`src/rtl/updown_counter_param.sv`:
```
// Parametrised up/down counter with modulo terminal value, step size, wrap or
// saturate boundary mode, parallel load, sticky crossing flags and a crossing pulse.
module updown_counter_param #(
    parameter int WIDTH    = 8,
    parameter int MAX_VAL  = 255,
    parameter int STEP_W   = 2,
    parameter bit SATURATE = 1'b0
) (
    input  logic              clk,
    input  logic              rst,
    input  logic              en,
    input  logic              up,
    input  logic [STEP_W-1:0] step,
    input  logic              load,
    input  logic [WIDTH-1:0]  load_val,
    input  logic              clr_flags,
    output logic [WIDTH-1:0]  count,
    output logic              wrap_pulse,
    output logic              ovf_sticky,
    output logic              udf_sticky,
    output logic              at_max,
    output logic              at_min
);

    // One extra bit so sums and the modulo correction never overflow.
    localparam logic [WIDTH:0]   MAX_EXT = (WIDTH+1)'(MAX_VAL);
    localparam logic [WIDTH:0]   MOD_EXT = MAX_EXT + 1'b1;
    localparam logic [WIDTH-1:0] MAX_W   = WIDTH'(MAX_VAL);

    logic [WIDTH-1:0] count_q, count_d;
    logic             pulse_q, pulse_d;
    logic             ovf_q, ovf_d;
    logic             udf_q, udf_d;

    logic [WIDTH:0] count_ext, step_ext, load_ext;
    logic [WIDTH:0] sum, sum_wrapped, diff, diff_wrapped;
    logic           cross_up, cross_dn;

    always_comb begin
        // NOTE: every always_comb output gets a default first, so no path can infer a latch.
        count_d      = count_q;
        pulse_d      = 1'b0;
        ovf_d        = ovf_q;
        udf_d        = udf_q;
        cross_up     = 1'b0;
        cross_dn     = 1'b0;
        count_ext    = {1'b0, count_q};
        step_ext     = (WIDTH+1)'(step);
        load_ext     = {1'b0, load_val};
        sum          = count_ext + step_ext;
        sum_wrapped  = sum - MOD_EXT;
        diff         = count_ext - step_ext;
        diff_wrapped = count_ext + MOD_EXT - step_ext;

        if (load) begin
            count_d = (load_ext > MAX_EXT) ? MAX_W : load_val;
        end else if (en) begin
            if (up) begin
                if (sum <= MAX_EXT) begin
                    count_d = sum[WIDTH-1:0];
                end else begin
                    cross_up = 1'b1;
                    count_d  = SATURATE ? MAX_W : sum_wrapped[WIDTH-1:0];
                end
            end else begin
                if (step_ext <= count_ext) begin
                    count_d = diff[WIDTH-1:0];
                end else begin
                    cross_dn = 1'b1;
                    count_d  = SATURATE ? '0 : diff_wrapped[WIDTH-1:0];
                end
            end
        end

        // A crossing in the same cycle as a clear wins, so set after clear.
        if (clr_flags) begin
            ovf_d = 1'b0;
            udf_d = 1'b0;
        end
        if (cross_up) ovf_d = 1'b1;
        if (cross_dn) udf_d = 1'b1;
        pulse_d = cross_up | cross_dn;
    end

    // NOTE: sequential state uses non-blocking assignments so all registers update together.
    always_ff @(posedge clk) begin
        if (!rst) begin
            count_q <= '0;
            pulse_q <= 1'b0;
            ovf_q   <= 1'b0;
            udf_q   <= 1'b0;
        end else begin
            count_q <= count_d;
            pulse_q <= pulse_d;
            ovf_q   <= ovf_d;
            udf_q   <= udf_d;
        end
    end

    assign count      = count_q;
    assign wrap_pulse = pulse_q;
    assign ovf_sticky = ovf_q;
    assign udf_sticky = udf_q;
    assign at_max     = (count_q == MAX_W);
    assign at_min     = (count_q == '0);

endmodule

```
`config.mk`:
```
export PLATFORM = sky130hd
export DESIGN_NAME = updown_counter_param
export DESIGN_NICKNAME = d
export VERILOG_FILES = /design/src/rtl/updown_counter_param.sv
export SDC_FILE = /design/constraint.sdc
export NUM_CORES = 1
export LEC_CHECK = 0
export ABC_CLOCK_PERIOD_IN_PS = 2080
export CAP_MARGIN = 20
export CORE_MARGIN = 3
export CORE_UTILIZATION = 39
export DETAILED_ROUTE_END_ITERATION = 10
export PLACE_DENSITY_LB_ADDON = 0.3
export SLEW_MARGIN = 20
export SYNTH_ARGS = -nofsm -noshare
export SYNTH_HDL_FRONTEND = slang
export SYNTH_SLANG_ARGS = --single-unit
export TNS_END_PERCENT = 5
```
`constraint.sdc`:
```
create_clock -name clk -period 2.08 [get_ports clk]
set_clock_uncertainty 0.2 [all_clocks]
set_input_delay 0.312 -clock clk [delete_from_list [all_inputs] [get_ports clk]]
set_output_delay 0.312 -clock clk [all_outputs]
set_load 0.03 [all_outputs]
```
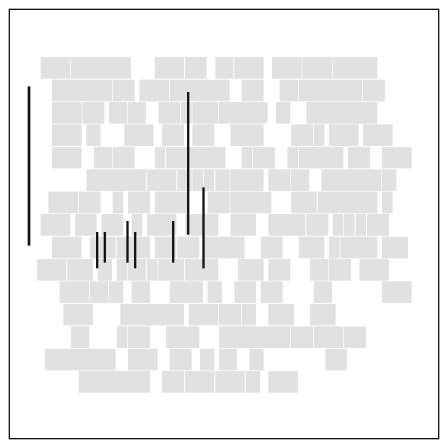
*M4 wires, run 1*
longest straight run: 19.0 microns
main direction: vertical
nets with wire on the layer: 8
share of all routed wire: 2.7%
via count: 947
total detailed-routing wirelength: 2.48 mm

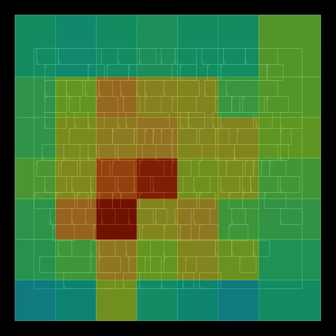
*Routing congestion map, run 1*
GR Layer Usage met3: 0.0430
DR WL/cell: 14.7 microns
fin util: 0.724
met2 usage: 0.343

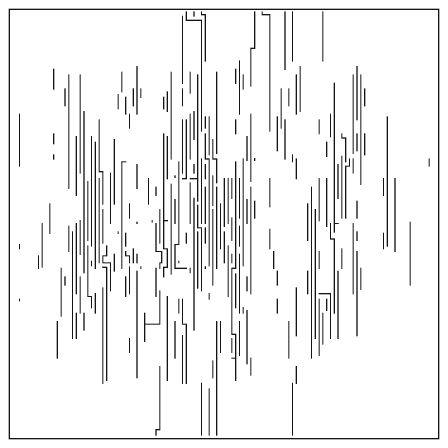
*The metal 2 layer, run 1*
main direction: vertical
longest straight run: 20.7 microns
nets with wire on the layer: 145

==> deck_impl_summary.md, run 1 <==
Key Metrics from the Run

Placement
  – Placed insts: about 170
  – Port Buffers: 28
  – DP Area: ~0.0013 sq mm

Die
  – Well Taps: 25
  – Fp_density: 0.442
  – Die H: a little over 50 microns
  – Full die area: between 0.002 and 0.003 sq mm

Setup path
  – Worst path depth: 4
  – Crit-path max FO: 2
  – R2r setup slk: -0.14 ns
  – Crit path DRT: around 1.6 ns
  – Setup crit end: at_min
  – CP arrival: approximately 1.8 ns
  – Sum of buffers and inverters on the critical path: 1
  – Startpoint types: flip-flop
  – CP Capture Type: output pin

Final timing
  – Setup WS post-layout: -0.216 ns
  – Setup violators final: 4
  – Final Hold Viols: 0
  – Minimum clock period: about 2.3 ns
  – RSZ-0062 raised after global routing: yes
  – Max-Slew Margin vs Limit: 0.782
  – Final Max Tran Viols: 0
  – Worst hold margin: 0.290 ns

Power and ir drop
  – LEAKAGE: about 0.00055 uW
  – Power share of the sequential group: 0.360
  – Tot Pwr: approximately 650 uW
  – Switching share of power: 0.332
  – Comb pwr share: 0.408
  – Power per Cell Area: roughly 480 mW/mm^2

Outcome
  – Failing checks: setup timing
  – Status: finished with violations

Cells and area
  – Non-clk buf share: 0.318
  – Inverters: 7
  – Area grow syn2layout: 63.6%
  – Max reg flops: 8
  – Flops: 11
  – FF/Latch Area: ~240 sq um
  – Fillers: around 150
  – Most common logic cell in the routed design: clkdlybuf4s50_1
  – Sequential cell area share: 0.177
  – Layout cells sized above 1: 0.319
  – Plain + repair buffers: 48
  – Biggest Area Class: logic gates

Synth
  – Post-synth top cells: dfxtp_1, inv_1, a21oi_1, nor2_1
  – Top non-seq family: simple AND/OR/NAND/NOR gates
  – Yosys adder share: 0.110
  – Syn. warnings: 0
  – Yosys simple share: 0.300
  – Cell with the most instances after synthesis: dfxtp_1
  – Flops after synth: 11
  – Synth Area in XOR/XNOR: 0.0213
  – Netlist cell types: 37
  – Top-area cell share: 0.268
  – Dominant flop cell: dfxtp_1
  – Area leader, netlist: dfxtp_1
  – Seq share, synth: 0.268
  – Synth Cell Area: 822 sq um

Detailed routing
  – Met1 WL: 1.08 mm
  – Met3 Routed Length: around 180 microns
  – DRT Pass-1 Iters: 4
  – Top Layer Used: met4

Min path
  – Depth of the worst hold-timing path: 2
  – Worst hold path startpoint: udf_sticky

Global routing
  – Vias in the first global route: 946
  – Antenna violations before repair: 0
  – Top Usage Layer GRT: met2
  – Met1 Usage GRT: 0.248

CTS
  – CTS Buffer Depth: 2
  – Setup Buffers After CTS: 0

Job
  – OpenROAD warning count: 31
==> inputs of run 2 (changes only) <==
--- a/config.mk
+++ b/config.mk
@@ -5,13 +5,12 @@
 export SDC_FILE = /design/constraint.sdc
 export NUM_CORES = 1
 export LEC_CHECK = 0
-export ABC_CLOCK_PERIOD_IN_PS = 2080
+export ABC_CLOCK_PERIOD_IN_PS = 1860
 export CAP_MARGIN = 20
 export CORE_MARGIN = 3
 export CORE_UTILIZATION = 39
 export DETAILED_ROUTE_END_ITERATION = 10
 export PLACE_DENSITY_LB_ADDON = 0.3
-export SLEW_MARGIN = 20
 export SYNTH_ARGS = -nofsm -noshare
 export SYNTH_HDL_FRONTEND = slang
 export SYNTH_SLANG_ARGS = --single-unit
==> constraint.sdc (replaced) <==
create_clock -name clk -period 1.86 [get_ports clk]
set_clock_uncertainty 0.2 [all_clocks]
set_input_delay 0.279 -clock clk [delete_from_list [all_inputs] [get_ports clk]]
set_output_delay 0.279 -clock clk [all_outputs]
set_load 0.03 [all_outputs]
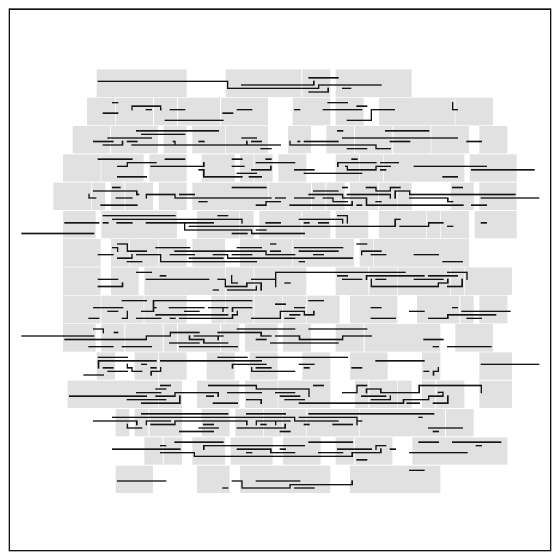
*Met1 routing, run 2*
share of all routed wire: 41%
nets with wire on the layer: 144
longest straight run: 19.8 microns

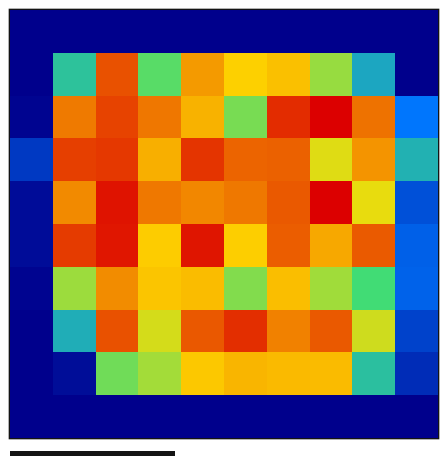
*Placement density heat map, run 2*
Scale bar: 20 microns. 10 x 10 tiles, from dark blue (low) to red (high), 0 to 100% covered.
fullest tile: 100%
tiles over 75% full: 46%
emptiest ninth of the die: south-west
densest ninth of the die: center
nearly empty tiles: 26%
fin util: 0.760
fp_density: 0.442
total core area: 0.00186 sq mm

==> run 2 against run 1 <==
The run still ends with setup timing left. Combinational power up 15%. Area after synthesis unchanged. Critical path depth unchanged. Worst setup slack worse by 0.18 ns. Die area unchanged. Synthesized cell count unchanged. Final area up 5.0%. Clock power up 15%. Via count up 0.84%. Critical endpoint unchanged.
==> deck_impl_summary.md, run 2 <==
Key Metrics from the Run

Setup path
  – Crit-path max FO: 2 (unchanged)
  – R2r setup slk: -0.32 ns (-0.18 ns)
  – Crit path cell chain: or4_4, or3_4, nor3_2, buf_4
  – R2r endpoint: count[7]
  – Setup crit end: at_min
  – Sum of buffers and inverters on the critical path: 1 (unchanged)
  – Worst path depth: 4 (unchanged)
  – CP Capture Type: output pin
  – Startpoint types: flip-flop
  – Crit path DRT: 1.38 ns (-0.19 ns)
  – CP arrival: 1.78 ns (about the same)

Final timing
  – Final Max Tran Viols: 0 (unchanged)
  – Minimum clock period: around 2.3 ns
  – Worst hold margin: 0.281 ns (-0.00893 ns)
  – RSZ-0062 raised after global routing: yes
  – Setup violators final: 5 (+1)
  – Setup_tns: -0.971 ns
  – Setup WS post-layout: -0.396 ns (-0.180 ns)
  – Max-Slew Margin vs Limit: 0.783 (+0.00183)
  – Final Hold Viols: 0 (unchanged)

Placement
  – Port Buffers: 28 (unchanged)
  – DP Area: 0.00128 sq mm (-0.49%)
  – Gpl congestion: between 0.8 and 0.9
  – Post-DP HPWL: 1.99 mm
  – Placed insts: 165 (unchanged)

CTS
  – Clk Latency, worst-skew pair: ~0.27 ns
  – Root Buffer: clkbuf_4
  – CTS Buffer Depth: 2 (unchanged)
  – Setup Buffers After CTS: 0 (unchanged)

Cells and area
  – Number of logic gates: about 74
  – FF/Latch Area: 238 sq um (unchanged)
  – Plain + repair buffers: 48 (unchanged)
  – Max reg flops: 8 (unchanged)
  – Most common logic cell in the routed design: buf_4
  – Non-clk buf share: 0.311 (-0.00724)
  – Layout cells sized above 1: 0.382 (+0.0625)
  – Flops: 11 (unchanged)
  – Area grow syn2layout: 71.8%
  – Fillers: 135 (-10%)
  – Top Layout Cells: buf_4, clkdlybuf4s50_1, dlygate4sd2_1
  – Comb area: ~650 sq um
  – Biggest Area Class: logic gates
  – Inverters: 7 (unchanged)
  – Clkbuf count: 4
  – Sequential cell area share: 0.168 (-0.00845)
  – Logic share of the area: 0.461

Synth
  – Synth Area in XOR/XNOR: 0.0213 (unchanged)
  – Flops after synth: 11 (unchanged)
  – Syn. warnings: 0 (unchanged)
  – Top-area cell share: 0.268 (unchanged)
  – Post-synth EDFFs: 0
  – Netlist cell types: 37 (unchanged)
  – Post-synth top cells: dfxtp_1, inv_1, a21oi_1, nor2_1
  – Dominant flop cell: dfxtp_1
  – Seq share, synth: 0.268 (unchanged)
  – Top non-seq family: simple AND/OR/NAND/NOR gates
  – Top cells by area: dfxtp_1, ha_1, fa_1
  – Cell with the most instances after synthesis: dfxtp_1
  – Yosys simple share: 0.300 (unchanged)
  – Synth Cell Area: 822 sq um (unchanged)
  – Yosys cell count: ~96
  – Area leader, netlist: dfxtp_1
  – Cells after Synth: 96
  – Yosys adder share: 0.110 (unchanged)

Power and ir drop
  – Power per Cell Area: 526 mW/mm^2 (+8.6%)
  – P_int: approximately 490 uW
  – Power share of the sequential group: 0.357 (-0.003)
  – Comb pwr share: 0.411 (+0.003)
  – Switching share of power: 0.339 (+0.00628)
  – LEAKAGE: 0.000635 uW (+15%)
  – Sw power: between 200 and 300 uW
  – Tot Pwr: 743 uW (+14%)

Detailed routing
  – DR WL/cell: 14.9 microns (+1.7%)
  – Via count: 955 (+0.84%)
  – DRT Pass-1 Iters: 6 (+2)
  – Top Layer Used: met4
  – Total detailed-routing wirelength: 2.53 mm (+1.7%)
  – Met3 Routed Length: 137 microns (-22%)
  – Met1 WL: 1.05 mm (-2.9%)
  – Vias/cell: between 5 and 6
  – Drt drc: 0

Global routing
  – GR Layer Usage met3: 0.0372 (-0.00573)
  – Antenna violations before repair: 0 (unchanged)
  – Top Usage Layer GRT: met2
  – Largest net degree at the start of global routing: 10
  – Met1 Usage GRT: 0.227 (-0.0207)
  – Met2 usage: 0.381 (+0.0377)
  – Vias in the first global route: 965 (+2.0%)

Die
  – Well Taps: 25 (unchanged)
  – Full die area: 0.00269 sq mm (unchanged)
  – Die H: 51.9 microns (unchanged)

Min path
  – Depth of the worst hold-timing path: 2 (unchanged)
  – Hold crit path type: flip-flop to flip-flop
  – Worst hold path startpoint: udf_sticky

Outcome
  – Failing checks: setup timing
  – Status: finished with violations

Job
  – Max-cap violations: 0
  – OpenROAD warning count: 31 (unchanged)
No activity file was given, so power comes from the tool's default toggle rates.
